**src/rtl/alu_result_sel_pipe_if.sv**
```systemverilog
// Handshake bundle for the ALU result selector.
// Producer side carries the source bus, consumer side the selected result.
interface alu_result_sel_pipe_if #(
  parameter int WIDTH = 32,
  parameter int SEL_W = 3
);
  localparam int NUM_IN = 2 ** SEL_W;

  logic [NUM_IN*WIDTH-1:0] in_bus;
  logic [SEL_W-1:0]        in_sel;
  logic                    in_valid;
  logic                    in_ready;
  logic [WIDTH-1:0]        out_data;
  logic [SEL_W-1:0]        out_sel;
  logic                    out_zero;
  logic                    out_valid;
  logic                    out_ready;

  modport master (
    output in_bus,
    output in_sel,
    output in_valid,
    output out_ready,
    input  in_ready,
    input  out_data,
    input  out_sel,
    input  out_zero,
    input  out_valid
  );

  modport slave (
    input  in_bus,
    input  in_sel,
    input  in_valid,
    input  out_ready,
    output in_ready,
    output out_data,
    output out_sel,
    output out_zero,
    output out_valid
  );
endinterface

```
**src/rtl/alu_result_sel_pipe.sv**
```systemverilog
// N:1 ALU result selector with a registered two-entry elastic output.
// Main register drives the outputs; skid absorbs one result on a stall.
module alu_result_sel_pipe #(
  parameter int WIDTH = 32,
  parameter int SEL_W = 3
) (
  input logic                 clk,
  input logic                 reset,
  alu_result_sel_pipe_if.slave bus
);
  localparam int NUM_IN = 2 ** SEL_W;

  typedef enum logic [1:0] {
    EMPTY,
    ONE,
    TWO
  } state_t;

  state_t           state;
  state_t           state_nxt;

  logic [WIDTH-1:0] sel_word;
  logic             sel_zero;

  logic [WIDTH-1:0] main_data;
  logic [SEL_W-1:0] main_sel;
  logic             main_zero;
  logic [WIDTH-1:0] skid_data;
  logic [SEL_W-1:0] skid_sel;
  logic             skid_zero;

  logic             accept;
  logic             emit;
  logic             ld_main_in;
  logic             ld_main_skid;
  logic             ld_skid;

  // Source mux: pick word in_sel out of the packed bus.
  always_comb begin
    sel_word = '0;
    for (int k = 0; k < NUM_IN; k++) begin
      if (bus.in_sel == SEL_W'(k))
        sel_word = bus.in_bus[k*WIDTH +: WIDTH];
    end
  end

  assign sel_zero = (sel_word == '0);

  // Ready/valid are pure state decodes, so no out_ready->in_ready path.
  assign bus.in_ready  = (state != TWO);
  assign bus.out_valid = (state != EMPTY);
  assign bus.out_data  = main_data;
  assign bus.out_sel   = main_sel;
  assign bus.out_zero  = main_zero;

  assign accept = bus.in_valid & bus.in_ready;
  assign emit   = bus.out_valid & bus.out_ready;

  // Occupancy state register.
  always_ff @(posedge clk or posedge reset) begin
    if (reset)
      state <= EMPTY;
    else
      state <= state_nxt;
  end

  // Next occupancy and which register loads from where.
  always_comb begin
    state_nxt    = state;
    ld_main_in   = 1'b0;
    ld_main_skid = 1'b0;
    ld_skid      = 1'b0;
    unique case (state)
      EMPTY: begin
        if (accept) begin
          ld_main_in = 1'b1;
          state_nxt  = ONE;
        end
      end
      ONE: begin
        if (accept && emit) begin
          ld_main_in = 1'b1;
        end else if (accept) begin
          ld_skid   = 1'b1;
          state_nxt = TWO;
        end else if (emit) begin
          state_nxt = EMPTY;
        end
      end
      TWO: begin
        if (emit) begin
          ld_main_skid = 1'b1;
          state_nxt    = ONE;
        end
      end
      default: begin
        state_nxt = EMPTY;
      end
    endcase
  end

  // Main register: fresh entry or promoted skid entry.
  always_ff @(posedge clk or posedge reset) begin
    if (reset) begin
      main_data <= '0;
      main_sel  <= '0;
      main_zero <= 1'b0;
    end else if (ld_main_in) begin
      main_data <= sel_word;
      main_sel  <= bus.in_sel;
      main_zero <= sel_zero;
    end else if (ld_main_skid) begin
      main_data <= skid_data;
      main_sel  <= skid_sel;
      main_zero <= skid_zero;
    end
  end

  // Skid register: holds the second entry while the consumer stalls.
  always_ff @(posedge clk or posedge reset) begin
    if (reset) begin
      skid_data <= '0;
      skid_sel  <= '0;
      skid_zero <= 1'b0;
    end else if (ld_skid) begin
      skid_data <= sel_word;
      skid_sel  <= bus.in_sel;
      skid_zero <= sel_zero;
    end
  end
endmodule

```
**src/flat_wrapper.sv**
```systemverilog
// flat-port wrapper written by rule: the top's interface ports become plain ports
module alu_result_sel_pipe_flat 
#(
  parameter int WIDTH = 32,
  parameter int SEL_W = 3
)
  (clk, reset, bus_in_bus, bus_in_sel, bus_in_valid, bus_out_ready, bus_in_ready, bus_out_data, bus_out_sel, bus_out_zero, bus_out_valid);
  alu_result_sel_pipe_if #(.WIDTH(WIDTH), .SEL_W(SEL_W)) bus_i ();
  input logic clk;
  input logic reset;
  input wire logic [$bits(bus_i.in_bus)-1:0] bus_in_bus;
  input wire logic [$bits(bus_i.in_sel)-1:0] bus_in_sel;
  input wire logic [$bits(bus_i.in_valid)-1:0] bus_in_valid;
  input wire logic [$bits(bus_i.out_ready)-1:0] bus_out_ready;
  output wire logic [$bits(bus_i.in_ready)-1:0] bus_in_ready;
  output wire logic [$bits(bus_i.out_data)-1:0] bus_out_data;
  output wire logic [$bits(bus_i.out_sel)-1:0] bus_out_sel;
  output wire logic [$bits(bus_i.out_zero)-1:0] bus_out_zero;
  output wire logic [$bits(bus_i.out_valid)-1:0] bus_out_valid;
  assign bus_i.in_bus = bus_in_bus;
  assign bus_i.in_sel = bus_in_sel;
  assign bus_i.in_valid = bus_in_valid;
  assign bus_i.out_ready = bus_out_ready;
  assign bus_in_ready = bus_i.in_ready;
  assign bus_out_data = bus_i.out_data;
  assign bus_out_sel = bus_i.out_sel;
  assign bus_out_zero = bus_i.out_zero;
  assign bus_out_valid = bus_i.out_valid;
  alu_result_sel_pipe #(.WIDTH(WIDTH), .SEL_W(SEL_W)) u_core (.clk(clk), .reset(reset), .bus(bus_i));
endmodule
```
**config.mk**
```make
export PLATFORM = sky130hd
export DESIGN_NAME = alu_result_sel_pipe_flat
export DESIGN_NICKNAME = d
export VERILOG_FILES = /design/src/rtl/alu_result_sel_pipe_if.sv /design/src/rtl/alu_result_sel_pipe.sv /design/src/flat_wrapper.sv
export SDC_FILE = /design/constraint.sdc
export NUM_CORES = 1
export LEC_CHECK = 0
export CORE_AREA = 3 3 117 119
export DETAILED_ROUTE_END_ITERATION = 8
export DIE_AREA = 0 0 120 122
export DONT_BUFFER_PORTS = 1
export HOLD_SLACK_MARGIN = 0.06
export MAX_ROUTING_LAYER = met4
export PLACE_DENSITY = 0.67
export REMOVE_ABC_BUFFERS = 1
export SLEW_MARGIN = 0
export SYNTH_ARGS = -nofsm -noshare
export SYNTH_HDL_FRONTEND = slang
export SYNTH_SLANG_ARGS = --single-unit
```
**constraint.sdc**
```tcl
create_clock -name clk -period 6.14 [get_ports clk]
set_input_delay 0.921 -clock clk [delete_from_list [all_inputs] [get_ports clk]]
set_output_delay 0.921 -clock clk [all_outputs]
set_load 0.01 [all_outputs]
```
==> results.sh <==
# yosys + openroad results
export IMPL_status="finished, final reports clean"
export IMPL_yosys_area_top_type_share=0.328
export IMPL_io_buffers=0
export IMPL_yosysSeqAreaShare=0.328
export IMPL_cts_htree_levels=3
export IMPL_dp_hpwl_mm=13.3
export IMPL_setup_viol=0
export IMPL_layout_nets=845
export IMPL_clk_pin_slew_ns=0.06
export IMPL_synth_area_leader_cell="dfrtp_1"
export IMPL_max_stage_delay_ns=0.69
export IMPL_holdWs_ns=0.469
export IMPL_required_ns=6.41
export IMPL_synth_distinct_cells=55
export IMPL_peakVddDrop_mv=0.137
export IMPL_ios=301
export IMPL_rsz0062_at_grt="no"
export IMPL_area_delta_synth_final_pct=3.94
export IMPL_synth_stat_cells=627
export IMPL_lay_top_cells="77 x nand2_1, 74 x o21ai_0, 74 x dfrtp_1"
export IMPL_arrival_ns=3.23
export IMPL_ys_flop_type="dfrtp_1"
export IMPL_grt_start_max_net_pins=95
export IMPL_area_leaders="dfrtp_1 33%, mux2i_1 7.1%, o21ai_0 6.6%"
export IMPL_fp_utilization=0.446
export IMPL_fin_setup_tns_ns=0
export IMPL_p_leak_uw=0.00241
export IMPL_yosys_area_share_simple=0.143
export IMPL_die_w_um=120
export IMPL_fmax_mhz=338
export IMPL_min_path_type="flop to flop"
export IMPL_min_from="u_core.skid_zero$_DFFE_PP0P_"
export IMPL_use_met2=0.393
export IMPL_reg2regPathDepth=5
export IMPL_synth_comb_largest_family="AND-OR/OR-AND gates"
export IMPL_met3WireLength_mm=1.28
export IMPL_cp_endpoint="u_core.skid_zero$_DFFE_PP0P_"
export IMPL_antenna_found_initial=0
export IMPL_wl_per_cell_um=24.5
export IMPL_rrSetupSlack_ns=3.84
export IMPL_path_buffers=1
export IMPL_post_cts_resized=0
export IMPL_async_reset_ff_frac=1.00
export IMPL_r2r_end="u_core.bus.out_data[30]$_DFFE_PP0P_"
export IMPL_grt_first_pass_wirelength_mm=27.8
export IMPL_end_kind="flop"
export IMPL_fin_crit_ns=2.96
export IMPL_post_place_ws_ns=2.90
export IMPL_startpoint="bus_in_sel[2]"
export IMPL_busiest_layer="met2"
export IMPL_met2WireLength_mm=9.14
export IMPL_drv_slew=0
export IMPL_postLayoutCellArea_um2=5870
export IMPL_chipArea_um2=14600
export IMPL_grt_use_met3=0.0427
export IMPL_cp_start_kind="input port"
export IMPL_wl_met1_mm=7.79
export IMPL_yosys_area_um2=5650
export IMPL_drcViolationCount=0
export IMPL_avgSynthCellArea_um2=9.01
export IMPL_synth_area_um2=5650
export IMPL_cts_num_sinks=74
export IMPL_ys_ff=74
export IMPL_worstHoldEndpoint="u_core.skid_zero$_DFFE_PP0P_"
export IMPL_netlist_instances=627
export IMPL_period_used=0.482
export IMPL_post_cts_repair_setup_buffers=0
export IMPL_first_global_vias=4854
export IMPL_cp_depth=7
export IMPL_worstPathMaxFanout=82
export IMPL_highest_layer="met4"
export IMPL_num_antenna_cells=0
export IMPL_grt_overflow_total=0
export IMPL_grtUsageMet1=0.326
export IMPL_totalPowerFinal_uw=1740
export IMPL_maxCapViolations=0
export IMPL_antenna_left=0
export IMPL_grt_usage=0.247
[registers in the layout, indices dropped and copies added (netlist names)]
signal / cells
u_core.bus.out_data: 32
u_core.skid_data: 32
u_core.bus.out_sel: 3
u_core.skid_sel: 3
u_core.state: 2
u_core.bus.out_zero: 1
u_core.skid_zero: 1
[final cells by class]
class | instances | area, um^2
Inverter | 14 | 53.8
Clock inverter | 5 | 78.8
Fill cell | 1244 | 6800
Clock buffer | 10 | 239
Timing Repair Buffer | 3 | 22.5
Sequential cell | 74 | 1850
Multi-Input combinational cell | 480 | 3410
Tap cell | 172 | 215
[power by group]
group / leakage (uW) / internal (uW) / switching [uW] / total [uW]
Combinational: 0.00133 / 173 / 209 / 382
Sequential: 0.000924 / 645 / 148 / 793
Clock: 0.000158 / 364 / 197 / 561
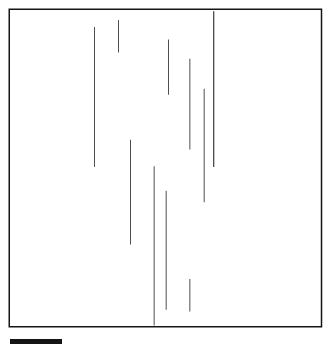
*Met4 routing*
Bar = 20 um.
main direction: vertical
nets with wire on the layer: 9
longest straight run: 61.2 um
share of all routed wire: 2.1%
wire length on this layer: 384 um
WL final: 18.6 mm
Via Count: 5046

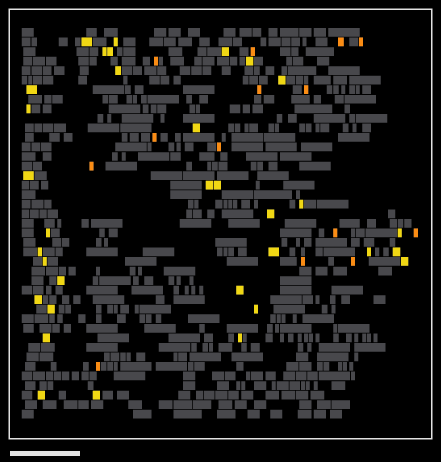
*Logic cells by family*
Bar = 20 um.
[yellow] nor cells | cells: 33 | most used: nor2b_1 | where: spread over the die
[orange] inv cells | cells: 14 | most used: inv_1
Layout Cells excl Fill: 758
logic share of the area: 0.581
most used logic cell in the final layout: nand2_1

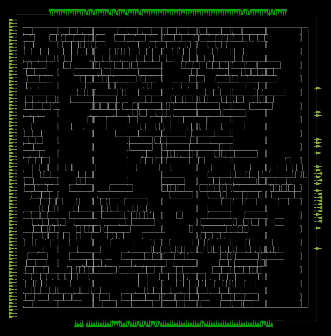
*Placement view*
Well Taps: 172
core area: 12700 um^2
FP Rows: 41

No activity file was given, so power comes from the tool's default toggle rates.
